--- config.mk ---
export PLATFORM = sky130hd
export DESIGN_NAME = serial_tx_bridge
export DESIGN_NICKNAME = d
export VERILOG_FILES = /design/src/rtl/serial_pkg.sv /design/src/rtl/tx_byte_fifo.sv /design/src/rtl/serial_tx_bridge.sv
export SDC_FILE = /design/constraint.sdc
export NUM_CORES = 1
export LEC_CHECK = 0
export CAP_MARGIN = 20
export CORE_UTILIZATION = 69
export CTS_BUF_LIST = sky130_fd_sc_hd__clkbuf_4 sky130_fd_sc_hd__clkbuf_8
export DETAILED_ROUTE_END_ITERATION = 8
export PLACE_DENSITY_LB_ADDON = 0.05
export SYNTH_ARGS = -nofsm -noshare
export SYNTH_HDL_FRONTEND = slang
export SYNTH_HIERARCHICAL = 1
export SYNTH_SLANG_ARGS = --single-unit
--- constraint.sdc ---
create_clock -name clk -period 11.8 [get_ports clk]
set_clock_uncertainty 0.2 [all_clocks]
set_input_delay 2.95 -clock clk [delete_from_list [all_inputs] [get_ports clk]]
set_output_delay 2.95 -clock clk [all_outputs]
set_load 0.05 [all_outputs]
--- src/rtl/serial_pkg.sv ---
// Shared types and constants for the serial transmit bridge.
// Default baud settings target the 50 MHz FPGA clock at 115200 baud.
package serial_pkg;

    localparam int unsigned DATA_BITS            = 8;
    localparam logic        TX_IDLE_LEVEL        = 1'b1;
    localparam int unsigned SYS_CLK_HZ           = 50_000_000;
    localparam int unsigned DEFAULT_BAUD         = 115_200;
    localparam int unsigned DEFAULT_CLKS_PER_BIT = SYS_CLK_HZ / DEFAULT_BAUD;
    localparam int unsigned DEFAULT_FIFO_DEPTH   = 16;

    typedef enum logic [2:0] {
        ST_IDLE,
        ST_START,
        ST_DATA,
        ST_PARITY,
        ST_STOP
    } tx_state_t;

endpackage

--- src/rtl/tx_byte_fifo.sv ---
// Single-clock byte FIFO with show-ahead output; full/empty are registered
// and derived from the occupancy count rather than pointer equality.
module tx_byte_fifo
    import serial_pkg::*;
#(
    parameter int unsigned FIFO_DEPTH = DEFAULT_FIFO_DEPTH
) (
    input  logic                         clk,
    input  logic                         rst_n,
    input  logic                         push,
    input  logic                         pop,
    input  logic [DATA_BITS-1:0]         din,
    output logic [DATA_BITS-1:0]         dout,
    output logic                         full,
    output logic                         empty,
    output logic [$clog2(FIFO_DEPTH):0]  count
);

    localparam int unsigned PTR_W = $clog2(FIFO_DEPTH);
    localparam int unsigned CNT_W = PTR_W + 1;

    logic [DATA_BITS-1:0] mem_q [FIFO_DEPTH];
    logic [PTR_W-1:0]     wr_ptr_q;
    logic [PTR_W-1:0]     rd_ptr_q;
    logic [CNT_W-1:0]     count_q;
    logic [CNT_W-1:0]     count_d;
    logic                 full_q;
    logic                 empty_q;
    logic                 push_ok;
    logic                 pop_ok;

    assign push_ok = push && !full_q;
    assign pop_ok  = pop && !empty_q;

    always_comb begin
        count_d = count_q + CNT_W'(push_ok) - CNT_W'(pop_ok);
    end

    always_ff @(posedge clk or negedge rst_n) begin
        if (!rst_n) begin
            wr_ptr_q <= '0;
            rd_ptr_q <= '0;
            count_q  <= '0;
            full_q   <= 1'b0;
            empty_q  <= 1'b1;
        end else begin
            if (push_ok) wr_ptr_q <= wr_ptr_q + PTR_W'(1);
            if (pop_ok)  rd_ptr_q <= rd_ptr_q + PTR_W'(1);
            count_q <= count_d;
            full_q  <= (count_d == CNT_W'(FIFO_DEPTH));
            empty_q <= (count_d == '0);
        end
    end

    // Storage carries no reset; validity is tracked by the count alone.
    always_ff @(posedge clk) begin
        if (push_ok) mem_q[wr_ptr_q] <= din;
    end

    assign dout  = mem_q[rd_ptr_q];
    assign full  = full_q;
    assign empty = empty_q;
    assign count = count_q;

endmodule

--- src/rtl/serial_tx_bridge.sv ---
// Buffered UART transmitter: bytes queue in a FIFO and leave as 8N1 frames.
// Define TX_PARITY_EN to insert an even-parity bit after data bit 7.
module serial_tx_bridge
    import serial_pkg::*;
#(
    parameter int unsigned CLKS_PER_BIT = DEFAULT_CLKS_PER_BIT,
    parameter int unsigned FIFO_DEPTH   = DEFAULT_FIFO_DEPTH
) (
    input  logic                         clk,
    input  logic                         reset,
    input  logic [7:0]                   in_data,
    input  logic                         in_valid,
    output logic                         in_ready,
    output logic                         tx,
    output logic                         busy,
    output logic                         overflow,
    output logic [$clog2(FIFO_DEPTH):0]  fifo_count
);

    localparam int unsigned BAUD_W = $clog2(CLKS_PER_BIT);
    localparam int unsigned BIT_W  = $clog2(DATA_BITS);
    localparam int unsigned CNT_W  = $clog2(FIFO_DEPTH) + 1;

    tx_state_t            state_q, state_d;
    logic [BAUD_W-1:0]    baud_q, baud_d;
    logic [BIT_W-1:0]     bit_q, bit_d;
    logic [DATA_BITS-1:0] shift_q, shift_d;
    logic                 tx_q, tx_d;
    logic                 busy_q;
    logic                 overflow_q;
`ifdef TX_PARITY_EN
    logic                 parity_q, parity_d;
`endif

    logic                 fifo_full;
    logic                 fifo_empty;
    logic [DATA_BITS-1:0] fifo_dout;
    logic                 push;
    logic                 pop;
    logic                 load;
    logic                 baud_last;
    logic [CNT_W-1:0]     cnt_after;

    assign push      = in_valid && !fifo_full;
    assign baud_last = (baud_q == BAUD_W'(CLKS_PER_BIT - 1));
    assign load      = !fifo_empty &&
                       ((state_q == ST_IDLE) || ((state_q == ST_STOP) && baud_last));
    assign cnt_after = fifo_count + CNT_W'(push) - CNT_W'(pop);

    tx_byte_fifo #(
        .FIFO_DEPTH (FIFO_DEPTH)
    ) u_fifo (
        .clk   (clk),
        .rst_n (reset),
        .push  (push),
        .pop   (pop),
        .din   (in_data),
        .dout  (fifo_dout),
        .full  (fifo_full),
        .empty (fifo_empty),
        .count (fifo_count)
    );

    // Frame sequencing; a pending byte loads from IDLE or straight out of STOP.
    always_comb begin
        state_d  = state_q;
        baud_d   = baud_last ? '0 : baud_q + BAUD_W'(1);
        bit_d    = bit_q;
        shift_d  = shift_q;
        tx_d     = tx_q;
        pop      = 1'b0;
`ifdef TX_PARITY_EN
        parity_d = parity_q;
`endif
        case (state_q)
            ST_IDLE: begin
                baud_d = '0;
                tx_d   = TX_IDLE_LEVEL;
            end
            ST_START: begin
                if (baud_last) begin
                    state_d = ST_DATA;
                    tx_d    = shift_q[0];
                    shift_d = shift_q >> 1;
                end
            end
            ST_DATA: begin
                if (baud_last) begin
                    bit_d = bit_q + BIT_W'(1);
                    if (bit_q == BIT_W'(DATA_BITS - 1)) begin
`ifdef TX_PARITY_EN
                        state_d = ST_PARITY;
                        tx_d    = parity_q;
`else
                        state_d = ST_STOP;
                        tx_d    = TX_IDLE_LEVEL;
`endif
                    end else begin
                        tx_d    = shift_q[0];
                        shift_d = shift_q >> 1;
                    end
                end
            end
`ifdef TX_PARITY_EN
            ST_PARITY: begin
                if (baud_last) begin
                    state_d = ST_STOP;
                    tx_d    = TX_IDLE_LEVEL;
                end
            end
`endif
            ST_STOP: begin
                if (baud_last) state_d = ST_IDLE;
            end
            default: begin
                state_d = ST_IDLE;
                tx_d    = TX_IDLE_LEVEL;
            end
        endcase

        if (load) begin
            pop      = 1'b1;
            shift_d  = fifo_dout;
            tx_d     = 1'b0;
            state_d  = ST_START;
            baud_d   = '0;
            bit_d    = '0;
`ifdef TX_PARITY_EN
            parity_d = ^fifo_dout;
`endif
        end
    end

    always_ff @(posedge clk or negedge reset) begin
        if (!reset) begin
            state_q    <= ST_IDLE;
            baud_q     <= '0;
            bit_q      <= '0;
            shift_q    <= '0;
            tx_q       <= TX_IDLE_LEVEL;
            busy_q     <= 1'b0;
            overflow_q <= 1'b0;
`ifdef TX_PARITY_EN
            parity_q   <= 1'b0;
`endif
        end else begin
            state_q    <= state_d;
            baud_q     <= baud_d;
            bit_q      <= bit_d;
            shift_q    <= shift_d;
            tx_q       <= tx_d;
            busy_q     <= (state_d != ST_IDLE) || (cnt_after != '0);
            overflow_q <= overflow_q || (in_valid && fifo_full);
`ifdef TX_PARITY_EN
            parity_q   <= parity_d;
`endif
        end
    end

    assign in_ready = !fifo_full;
    assign tx       = tx_q;
    assign busy     = busy_q;
    assign overflow = overflow_q;

endmodule
==> reports/metrics.csv <==
metric,value,unit
outcome,completed,
wl_per_cell,21.4,microns
cp.arrival,6.11,ns
ys_sh_aoi,0.0500,
grt_pass1_vias,3928,
tool_warnings,30,
cts_max_level,4,
nWellTaps,136,
holdBufCountCts,0,
ant_nets,0,
hp-class,reg -> reg,
yosys_cells,431,
cts_root_buf,clkbuf_8,
worst_pin_slew,1.03,ns
drtPass1Iterations,6,
whs_path_depth,1,
viasPerCell,6.40,
leakagePower,2.88,nW
grt_pass1_wl,20900,microns
final.fill_count,556,
worstRegToRegCells,15,
critPathLaunchType,input pin,
synth_top_area_share,0.531,
antenna_found_initial,0,
num_antenna_cells,0,
crit_path_max_fanout,9,
synth-edff-count,128,
yosys.area_share.simple,0.0719,
track_usage,0.268,
seq_share,0.616,
portBuffers,19,
fin_crit,5.93,ns
ff_type,edfxtp_1,
whs_endpoint,overflow,
power.group.top,registers,
final_util,0.774,
yosysUniqueCellTypes,53,
end_kind,flip-flop,
sw_frac_of_total,0.306,
r2r_end,u_fifo/empty,
top_logic_kind,multiplexers,
slew_headroom,0.313,
largest_class,flip-flops and latches,
syn_avg_cell_area,16.8,sq um
fin_crit_sh,0.502,
reg2reg_from,baud_q[1],
setup_viol,0,
fin_nets,491,
power,0.00149,W
fp_nets,463,
ios,20,
synth.top_cells.by_count,"edfxtp_1 (128), dfrtp_1 (39), nor2_1 (28)",
syn2layout_area_growth,9.39,%
fp_util,0.707,
fin_area,0.00792,sq mm
setup_slack,5.87,ns
netlist_area,0.00724,sq mm
## registers in the layout, indices dropped and copies added (netlist names), 3 cells and up
name	cells
shift_q	8
u_fifo/mem_q	128
u_fifo/count	5
baud_q	9
bit_q	3
state_q	3
u_fifo/wr_ptr_q	4
u_fifo/rd_ptr_q	4
## critical path: stages
cell	delay (ns)
clkdlybuf4s50_1	0.49
nand2_1	0.08
inv_1	0.05
nor2b_1	0.52
inv_1	0.10
ha_1	0.30
inv_1	0.05
ha_1	0.15
inv_1	0.05
fa_1	0.40
xnor2_1	0.18
nor4b_1	0.36
mux2i_1	0.16
o21ba_2	0.26
## metal layers
layer  share of wire  routed length, microns  track usage
met2            0.52                    6800        0.448
met3           0.056                     728       0.0558
met4           0.023                     301        0.102
met5               0                       0            0
met1            0.40                    5170        0.348
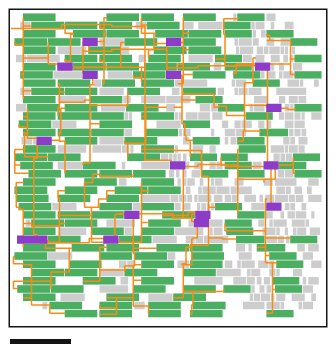
Fig. 1. Routed clock nets over the placement.
Bar = 20 microns.
- green: flip-flops (count 169)
- purple: clock drivers (count 17)
- orange: clock wires (length 1700 microns)
- flops lie: all over the die
Late-Pin Clk Latency: 0.44 ns
clock power share: 0.267
Power Clock: 0.000399 W

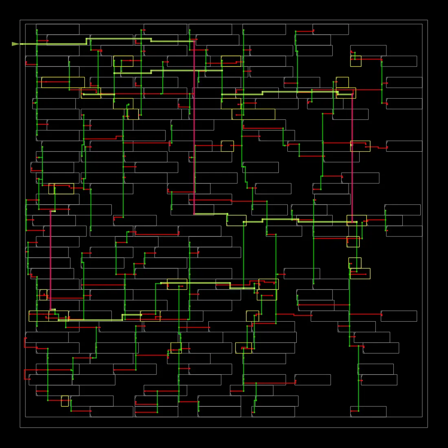
Fig. 2. The clock network.
Seq Cell Count: 169
Num CTS Buffers: 17
CLK BUF: 18
clk sinks: 169

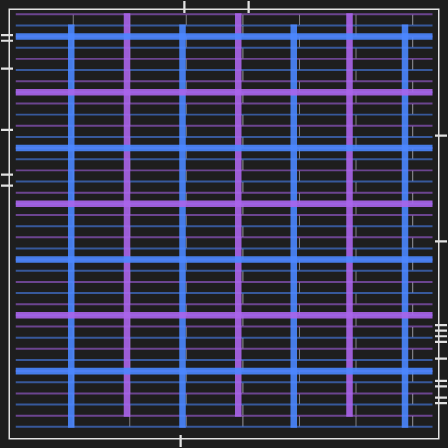
Fig. 3. Supply network.
Pins as bars on the die edge. Tap cells in gray.
- blue: VSS
- purple: VDD
- met4 straps: 7
- met5 straps: 7
Die Wd: 104 microns
core area: 0.0102 sq mm
height of the die: 104 microns
Max IR drop VDD: 197 uV

Power is estimated from default activity; no workload was simulated.
